===== config.mk =====
export PLATFORM = sky130hd
export DESIGN_NAME = slv_guard_rst_ctrl
export DESIGN_NICKNAME = d
export VERILOG_FILES = /design/src/rtl/slv_guard_rst_ctrl.sv
export SDC_FILE = /design/constraint.sdc
export NUM_CORES = 1
export LEC_CHECK = 0
export ABC_AREA = 1
export CORE_ASPECT_RATIO = 0.6
export CORE_MARGIN = 2
export CORE_UTILIZATION = 38
export DETAILED_ROUTE_END_ITERATION = 6
export SLEW_MARGIN = 5
export SYNTH_ARGS = -nofsm -noshare
export SYNTH_HDL_FRONTEND = slang
export SYNTH_SLANG_ARGS = --single-unit
export TNS_END_PERCENT = 30

===== constraint.sdc =====
create_clock -name clk_i -period 1.9 [get_ports clk_i]
set_input_delay 0.38 -clock clk_i [delete_from_list [all_inputs] [get_ports clk_i]]
set_output_delay 0.38 -clock clk_i [all_outputs]
set_load 0.01 [all_outputs]

===== src/rtl/slv_guard_rst_ctrl.sv =====
// ---------------------------------------------------------------------------
// slv_guard_rst_ctrl
//
// Responder side of the guard reset handshake. On a reset request from the
// guard it isolates the subordinate, waits a bounded time for in-flight beats
// to drain, drives a timed active-low reset pulse to the subordinate, waits a
// settle period and then acknowledges completion back to the guard.
//
// Ports:
//   clk_i            clock
//   rst_ni           synchronous active-low reset
//   rst_req_i        reset request from guard (level, held until acknowledged)
//   busy_i           subordinate still has outstanding handshakes
//   drain_cycles_i   max drain duration, 0 = skip drain (single cycle)
//   assert_cycles_i  subordinate reset pulse length, 0 treated as 1
//   settle_cycles_i  post-reset wait, 0 = single pass-through cycle
//   isolate_o        gate manager/subordinate handshakes
//   sub_rst_no       active-low reset to the subordinate
//   rst_stat_o       reset sequence complete (to guard reset_clear_i)
//   drain_timeout_o  one-cycle pulse when drain ended by timeout with busy_i high
//   state_o          current FSM state (IDLE=0 DRAIN=1 ASSERT=2 SETTLE=3 ACK=4)
//   rst_evt_cnt_o    saturating count of completed reset sequences
//
// Build option:
//   SLV_GUARD_RST_CTRL_EVT_CNT_EN  when defined, rst_evt_cnt_o is a saturating
//                                  counter; otherwise it is tied to zero.
// ---------------------------------------------------------------------------
module slv_guard_rst_ctrl #(
    parameter int unsigned CntWidth    = 10,
    parameter int unsigned EvtCntWidth = 8
) (
    input  logic                   clk_i,
    input  logic                   rst_ni,
    input  logic                   rst_req_i,
    input  logic                   busy_i,
    input  logic [CntWidth-1:0]    drain_cycles_i,
    input  logic [CntWidth-1:0]    assert_cycles_i,
    input  logic [CntWidth-1:0]    settle_cycles_i,
    output logic                   isolate_o,
    output logic                   sub_rst_no,
    output logic                   rst_stat_o,
    output logic                   drain_timeout_o,
    output logic [2:0]             state_o,
    output logic [EvtCntWidth-1:0] rst_evt_cnt_o
);

    typedef enum logic [2:0] {
        StIdle   = 3'd0,
        StDrain  = 3'd1,
        StAssert = 3'd2,
        StSettle = 3'd3,
        StAck    = 3'd4
    } state_e;

    state_e              state_q, state_d;
    logic [CntWidth-1:0] cnt_q, cnt_d;
    logic [CntWidth-1:0] drain_sh_q, drain_sh_d;
    logic [CntWidth-1:0] assert_sh_q, assert_sh_d;
    logic [CntWidth-1:0] settle_sh_q, settle_sh_d;
    logic                timeout_q, timeout_d;
    logic                isolate_q, sub_rst_n_q, rst_stat_q;
    logic                evt_inc;

    // Terminal count values; only meaningful when the shadow is non-zero,
    // zero cases are handled explicitly in the next-state logic.
    logic [CntWidth-1:0] drain_last, assert_last, settle_last;

    assign drain_last  = drain_sh_q - CntWidth'(1);
    assign settle_last = settle_sh_q - CntWidth'(1);
    assign assert_last = (assert_sh_q == '0) ? '0 : (assert_sh_q - CntWidth'(1));

    // ------------------------------------------------------------------
    // Next-state logic
    // ------------------------------------------------------------------
    always_comb begin
        state_d     = state_q;
        cnt_d       = cnt_q;
        drain_sh_d  = drain_sh_q;
        assert_sh_d = assert_sh_q;
        settle_sh_d = settle_sh_q;
        timeout_d   = 1'b0;
        evt_inc     = 1'b0;

        unique case (state_q)
            StIdle: begin
                cnt_d = '0;
                if (rst_req_i) begin
                    state_d     = StDrain;
                    // Durations are frozen for the whole sequence.
                    drain_sh_d  = drain_cycles_i;
                    assert_sh_d = assert_cycles_i;
                    settle_sh_d = settle_cycles_i;
                end
            end

            StDrain: begin
                if (!busy_i || (drain_sh_q == '0) || (cnt_q == drain_last)) begin
                    state_d   = StAssert;
                    cnt_d     = '0;
                    // Leaving with busy_i still high means the budget ran out.
                    timeout_d = busy_i;
                end else begin
                    cnt_d = cnt_q + CntWidth'(1);
                end
            end

            StAssert: begin
                if (cnt_q == assert_last) begin
                    state_d = StSettle;
                    cnt_d   = '0;
                end else begin
                    cnt_d = cnt_q + CntWidth'(1);
                end
            end

            StSettle: begin
                if ((settle_sh_q == '0) || (cnt_q == settle_last)) begin
                    state_d = StAck;
                    cnt_d   = '0;
                end else begin
                    cnt_d = cnt_q + CntWidth'(1);
                end
            end

            StAck: begin
                if (!rst_req_i) begin
                    state_d = StIdle;
                    evt_inc = 1'b1;
                end
            end

            default: begin
                state_d = StIdle;
                cnt_d   = '0;
            end
        endcase
    end

    // ------------------------------------------------------------------
    // State and output registers. Outputs are decoded from the next state
    // so they are flop outputs that track the current state exactly.
    // ------------------------------------------------------------------
    always_ff @(posedge clk_i) begin
        if (!rst_ni) begin
            state_q     <= StIdle;
            cnt_q       <= '0;
            drain_sh_q  <= '0;
            assert_sh_q <= '0;
            settle_sh_q <= '0;
            timeout_q   <= 1'b0;
            isolate_q   <= 1'b0;
            sub_rst_n_q <= 1'b1;
            rst_stat_q  <= 1'b0;
        end else begin
            state_q     <= state_d;
            cnt_q       <= cnt_d;
            drain_sh_q  <= drain_sh_d;
            assert_sh_q <= assert_sh_d;
            settle_sh_q <= settle_sh_d;
            timeout_q   <= timeout_d;
            isolate_q   <= (state_d != StIdle);
            sub_rst_n_q <= (state_d != StAssert);
            rst_stat_q  <= (state_d == StAck);
        end
    end

    assign isolate_o       = isolate_q;
    assign sub_rst_no      = sub_rst_n_q;
    assign rst_stat_o      = rst_stat_q;
    assign drain_timeout_o = timeout_q;
    assign state_o         = state_q;

    // ------------------------------------------------------------------
    // Completed-sequence event counter
    // ------------------------------------------------------------------
`ifdef SLV_GUARD_RST_CTRL_EVT_CNT_EN
    logic [EvtCntWidth-1:0] evt_cnt_q;

    always_ff @(posedge clk_i) begin
        if (!rst_ni) begin
            evt_cnt_q <= '0;
        end else if (evt_inc && (evt_cnt_q != '1)) begin
            evt_cnt_q <= evt_cnt_q + EvtCntWidth'(1);
        end
    end

    assign rst_evt_cnt_o = evt_cnt_q;
`else
    logic unused_evt_inc;
    assign unused_evt_inc = evt_inc;
    assign rst_evt_cnt_o  = '0;
`endif

endmodule


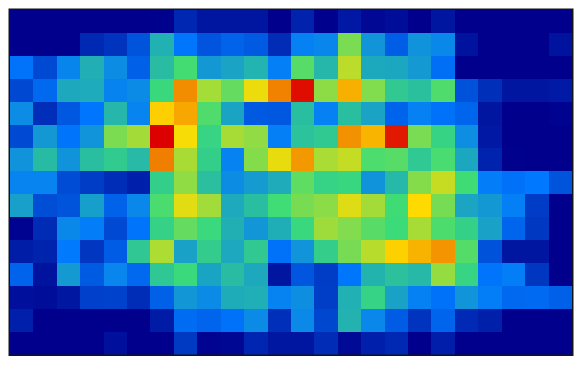
**Above:** run 1 (routed metal per tile).
24 x 15 tiles, from dark blue (low) to red (high), scaled to the fullest tile. Values are wire area over tile area, all layers added.
19% of the tiles are over half the peak. The emptiest ninth of the die: top right. The fullest tile reaches 0.61. 18% of the tiles are nearly empty. The mean over all tiles is 0.17.

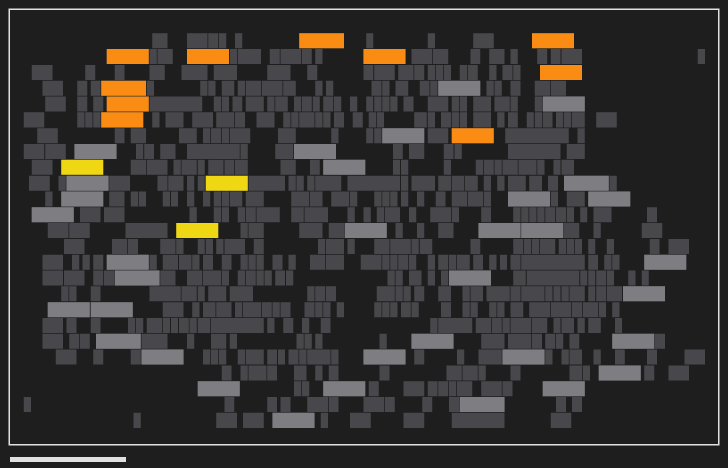
**Above:** run 1 (sequential cells grouped by signal name).
The bar under the picture is 20 µm long. Other sequential cells in the stronger grey, the rest of the logic in the fainter grey.
Key: yellow = state_o [placed flops 3]; orange = drain_sh_q [placed flops 10]

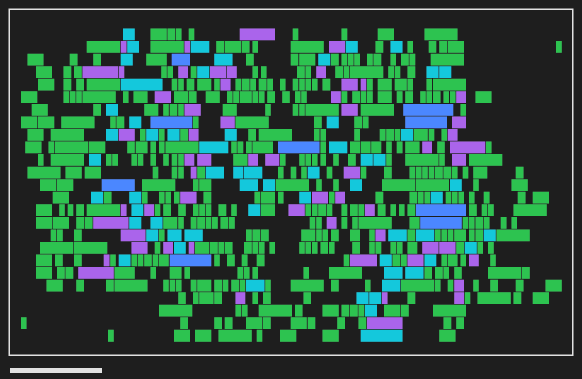
**Above:** run 1 (sizing map).
The bar under the picture is 20 µm long.
Key: purple = _2 cells [cells 58, share 9.9%, most used nand2_2]; cyan = _3 and _4 cells [cells 60, share 10%, most used buf_4]; green = _0 and _1 cells [cells 457, share 78%, most used nand2_1]; blue = _6 and larger [cells 9, share 1.5%, most used clkbuf_16]
Area growth, synth to finish: 37.7%
fin area: 4350 µm²
Signal buffers: 83

==> results.txt, run 1 <==
impl run done, here's what came out: status finished, violations left, failing checks negative setup slack, Critical Path Stages 15, TAP cells 108, setup ws final -58.3 ps, Initial Utilization just under 40%, Startpoint Class register, # DRC 0, Comb area share between 40 and 50%, Synth top cells by count 130 x nand2_1, 62 x inv_1, 55 x nor2_1, total tool warning count 30, P_comb ~1.4 mW, Arr. time, crit path roughly 2100 ps, GRT Util Overall around 22%, RSZ-0062 raised after global routing true, YS chip area between 3000 and 4000 µm², CP max stage delay between 300 and 400 ps, type of the worst min-delay path reg2reg, Sw Ratio 35.3%, initial antenna violation count 0, registers 47, CTS max path bufs 2, Yosys top cell by area dfxtp_1, Setup TNS -484 ps, top sig layer met4, CTS buffer count 5, clock network area share 4.43%, Crit path max-delay family simple AND/OR/NAND/NOR gates, DRT antenna net count 0, Fill cells 781, Post-CTS Setup Bufs 3, clk sinks around 47, number of enable flip-flop cells 0, Simple-Gate Area Share 37.3%, most frequent cell after synthesis nand2_1, first-pass GRT wire length approximately 16 mm, Post-Route Utilization 54.6%, area fraction in mux cells 0%, initial drt markers about 280, core area 7980 µm², I/O Buffers roughly 40, xor/xnor share roughly 5.3%, Top Consumer combinational logic, P_seq around 1.2 mW, Signal buf overhead between 10% and 20%, # nets final ~620, WL/cell 14.1 µm, DP Cell Count 679, Dominant comb cell simple AND/OR/NAND/NOR gates, Critical Path Sink cnt_q[5], Commonest Layout Cell nand2_1, htree depth 2, distinct lib cells 36, Min Clock Period, post-route 1960 ps, DP Wirelength 7.08 mm, RR Endpoint cnt_q[5], clock distribution power ~1.2 mW, Top-area cell share between 20% and 30%, worst reg-to-reg setup slack -60 ps, WHS Endpoint drain_sh_q[7], Non-clk invs between 60 and 70, Via Count 3457, GR peak layer met1, period utilization 103%, CP Capture Type register, combinational share of power between 30% and 40%, post-CTS resize count 31, crit path DRT around 2100 ps, die width 122 µm, ys cells between 500 and 600, Post-Place Setup Slack -175 ps, met3 Track Usage GR 4.17%, post-synthesis async set-or-reset flop share 0%, worst-margin pin slew slightly above 500 ps, # setup viols final 10, worst setup path start assert_sh_q[1], Gate Area around 2100 µm², Pint around 2.4 mW, Slew headroom around two thirds, number of max-cap violations 0, ANT cells 0, Avg Inst Size Synth between 6 and 7 µm², yosys aoi share 13.3%, met2 usage between 30 and 40%
==> run 1 -> run 2 <==
--- a/config.mk
+++ b/config.mk
@@ -8,7 +8,7 @@
 export ABC_AREA = 1
 export CORE_ASPECT_RATIO = 0.6
 export CORE_MARGIN = 2
-export CORE_UTILIZATION = 38
+export CORE_UTILIZATION = 40
 export DETAILED_ROUTE_END_ITERATION = 6
 export SLEW_MARGIN = 5
 export SYNTH_ARGS = -nofsm -noshare
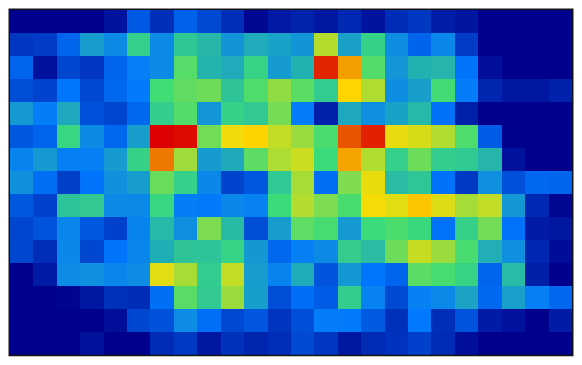
**Above:** run 2 (routed metal per tile).
24 x 15 tiles, from dark blue (low) to red (high), scaled to the fullest tile. Values are wire area over tile area, all layers added.
13% of the tiles are nearly empty. The emptiest ninth of the die: top right. 19% of the tiles are over half the peak.
GRT Util Overall: 22.6%
Via Count: 3428
WL/cell: 13.5 µm
WL final: 9.37 mm

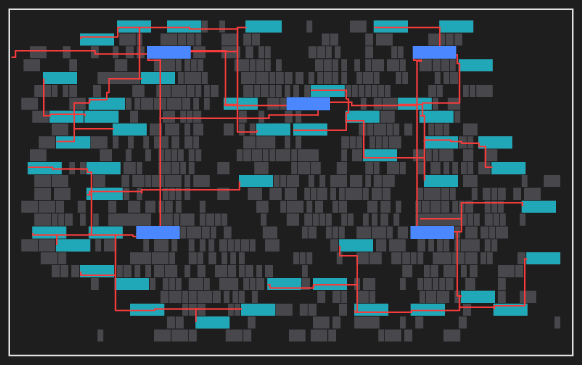
**Above:** run 2 (clock wires, drivers and flops).
Key: cyan = flip-flops [count 47]; blue = clock drivers [count 5]; red = clock wires [length 777 µm]
Position of the flops: widely spread. There are 6 routed clock nets.

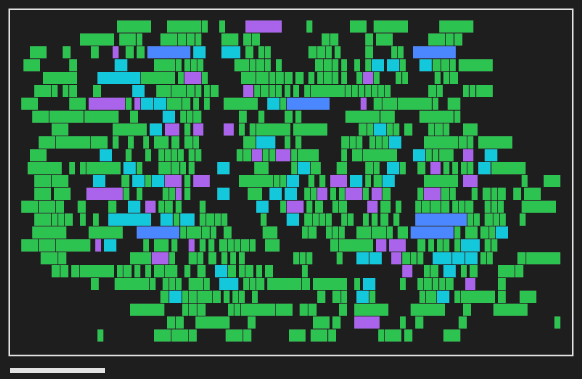
**Above:** run 2 (sizing map).
The bar under the picture is 20 µm long.
Key: green = _0 and _1 cells [cells 488, share 83%, most used nand2_1]; blue = _6 and larger [cells 6, share 1.0%, most used clkbuf_16]; purple = _2 cells [cells 37, share 6.3%, most used nor2_2]; cyan = _3 and _4 cells [cells 54, share 9.2%, most used buf_4]

==> results.txt, run 2 <==
impl run done, here's what came out: DRT antenna net count 0 (unchanged), yosys aoi share 13.3% (unchanged), period utilization 104% (+1.0 points), Avg Inst Size Synth 6.22 µm² (unchanged), Critical Path Sink sub_rst_no, row count 25, Pint 2.23 mW (-7.5%), M1 GR Usage roughly a third, initial antenna violation count 0 (unchanged), synthesized instance count 508, Signal buffers 86 (+3.6%), Commonest Layout Cell nand2_1, power share of the clock group 29.5%, most frequent cell after synthesis nand2_1, ANT cells 0 (unchanged), xor/xnor share 5.26% (unchanged), global placement routability congestion ~0.95, register share after synthesis a little under 30%, ys cells 508 (unchanged), DR WL met3 about 780 µm, Crit path max-delay family simple AND/OR/NAND/NOR gates, CP max stage delay 330 ps (about the same), clk latency late pin ~300 ps, Non-Filler Instances about 700, total power roughly 3.4 mW, type of the worst min-delay path reg2reg, fin area 4180 µm² (-3.9%), Synth top cells by count 130 x nand2_1, 62 x inv_1, 55 x nor2_1, worst setup path start drain_sh_q[0], Dominant comb cell simple AND/OR/NAND/NOR gates, CP Capture Type register, CLK BUF 6, Post-synth regs roughly 47, met2 usage 30.6% (-1.5 points), number of enable flip-flop cells 0 (unchanged), Non-clk invs 64 (unchanged), first-pass GRT wire length 15.4 mm (-1.9%), Top-area cell share 29.8% (unchanged), Yosys top cell by area dfxtp_1, total grt overflow 0, Slowest-stage cell, CP dfxtp_2, clock-pin transition on the worst setup and hold timing paths 60 ps, vias in the first global route a little over 3000, Pleak between 1.5 and 2 nW, registers 47 (unchanged), Worst Clk Skew ~4.2 ps, largest net degree at the start of global routing 37, I/O Buffers 40 (unchanged), CP cell instances inv_2 > ha_4 > xor2_1 > nand3_1 > nor2_1 > nand3_1 > nor2_1 > nand2_1 > nand3_1 > nand2_2 > nor2_2 > o21a_1 > nand2_1, Top cells by area dfxtp_1 30%, nand2_1 15%, nand3_1 8.1%, # setup viols final 12 (+2), Max FO, Critical Path 2, Post-Place Setup Slack -180 ps (-4.52 ps), met3 Track Usage GR 4.92% (+0.76 points), hold depth 2, P_comb 1.27 mW (-7%), Dominant Register Cell dfxtp_1, core area 7760 µm² (-2.7%), # hold bufs at CTS 0, Min Clock Period, post-route 1980 ps (+19.6 ps), Gate Area 1960 µm² (-6.5%), crit path DRT 2080 ps (+20 ps), initial drt markers 295 (+7.3%), CTS buffer count 5 (unchanged), R2R cell count 13, area fraction in mux cells 0% (unchanged), most used cell, CP nand3_1, Netlist Area Pre-Place about 3200 µm², Net Sw Power roughly 1.2 mW, htree depth 2 (unchanged), Simple-Gate Area Share 37.3% (unchanged), Sequential cell area 945 µm², DP Wirelength 7.21 mm (+1.9%), WHS Endpoint assert_sh_q[9], clock network area share 3.80% (-0.63 points), clk root buf clkbuf_16, post-CTS resize count 23 (-26%), failing checks negative setup slack, P_seq 1.16 mW (about the same), final hold slack slightly above 500 ps, Arr. time, crit path 2160 ps (+40 ps), CTS max path bufs 2 (unchanged), final hold violation count 0, YS chip area 3160 µm² (unchanged), max-slew violations 0, Post-Route Utilization 53.9% (-0.65 points), WL met2 roughly 3.5 mm, distinct lib cells 36 (unchanged), synth warn 0, Sw Ratio 35.4% (+0.14 points), Post-CTS Setup Bufs 1 (-2), MI comb cells roughly 380, Critical Path Stages 13 (-2), Signal buf overhead 17.8% (+0.84 points), post-synthesis async set-or-reset flop share 0% (unchanged), Area growth, synth to finish 32.3%, RR Endpoint sub_rst_no, maximum VDD drop approximately 440 µV, clock distribution power 1.02 mW (-10%), Top Consumer combinational logic, worst reg-to-reg setup slack -80 ps (-20 ps), PD cells approximately 800 nW/µm², Setup TNS -257 ps (+227 ps), # DRC 0 (unchanged), clk sinks 47 (unchanged), DR vias/cell between 4 and 5, Comb area share 46.8% (-1.3 points), Fmax ~0.51 GHz, 1st-pass router iterations 5, Die Ht between 70 and 80 µm, combinational share of power 36.7% (about the same), Initial Utilization 40.8% (+1.1 points), Buf/Inv on CP 1, total tool warning count 30 (unchanged), top sig layer met4, Fill cells 796 (+1.9%), largest cell class by area multi-input combinational cells, reg2reg start drain_sh_q[0], most common logic cells in the final layout 128 x nand2_1, 56 x inv_1, 48 x nor2_1, 48 x nand3_1, 46 x buf_4, DP Cell Count 684 (+0.74%), # nets final 625 (+0.32%), RSZ-0062 raised after global routing true, Area after DPL between 3000 and 4000 µm², Seq pwr share about a third, Seq area share 22.6%, setup ws final -77.9 ps (-19.6 ps), Adder Area Share under 10%, Startpoint Class register, die width 119 µm (-2.4%), number of max-cap violations 0 (unchanged), GR peak layer met1, status finished, violations left, TAP cells 108 (unchanged), TritonCTS clock tree yes, Hold Startpoint assert_sh_q[9], number of placed I/O pins approximately 49
No activity file was given, so power comes from the tool's default toggle rates.
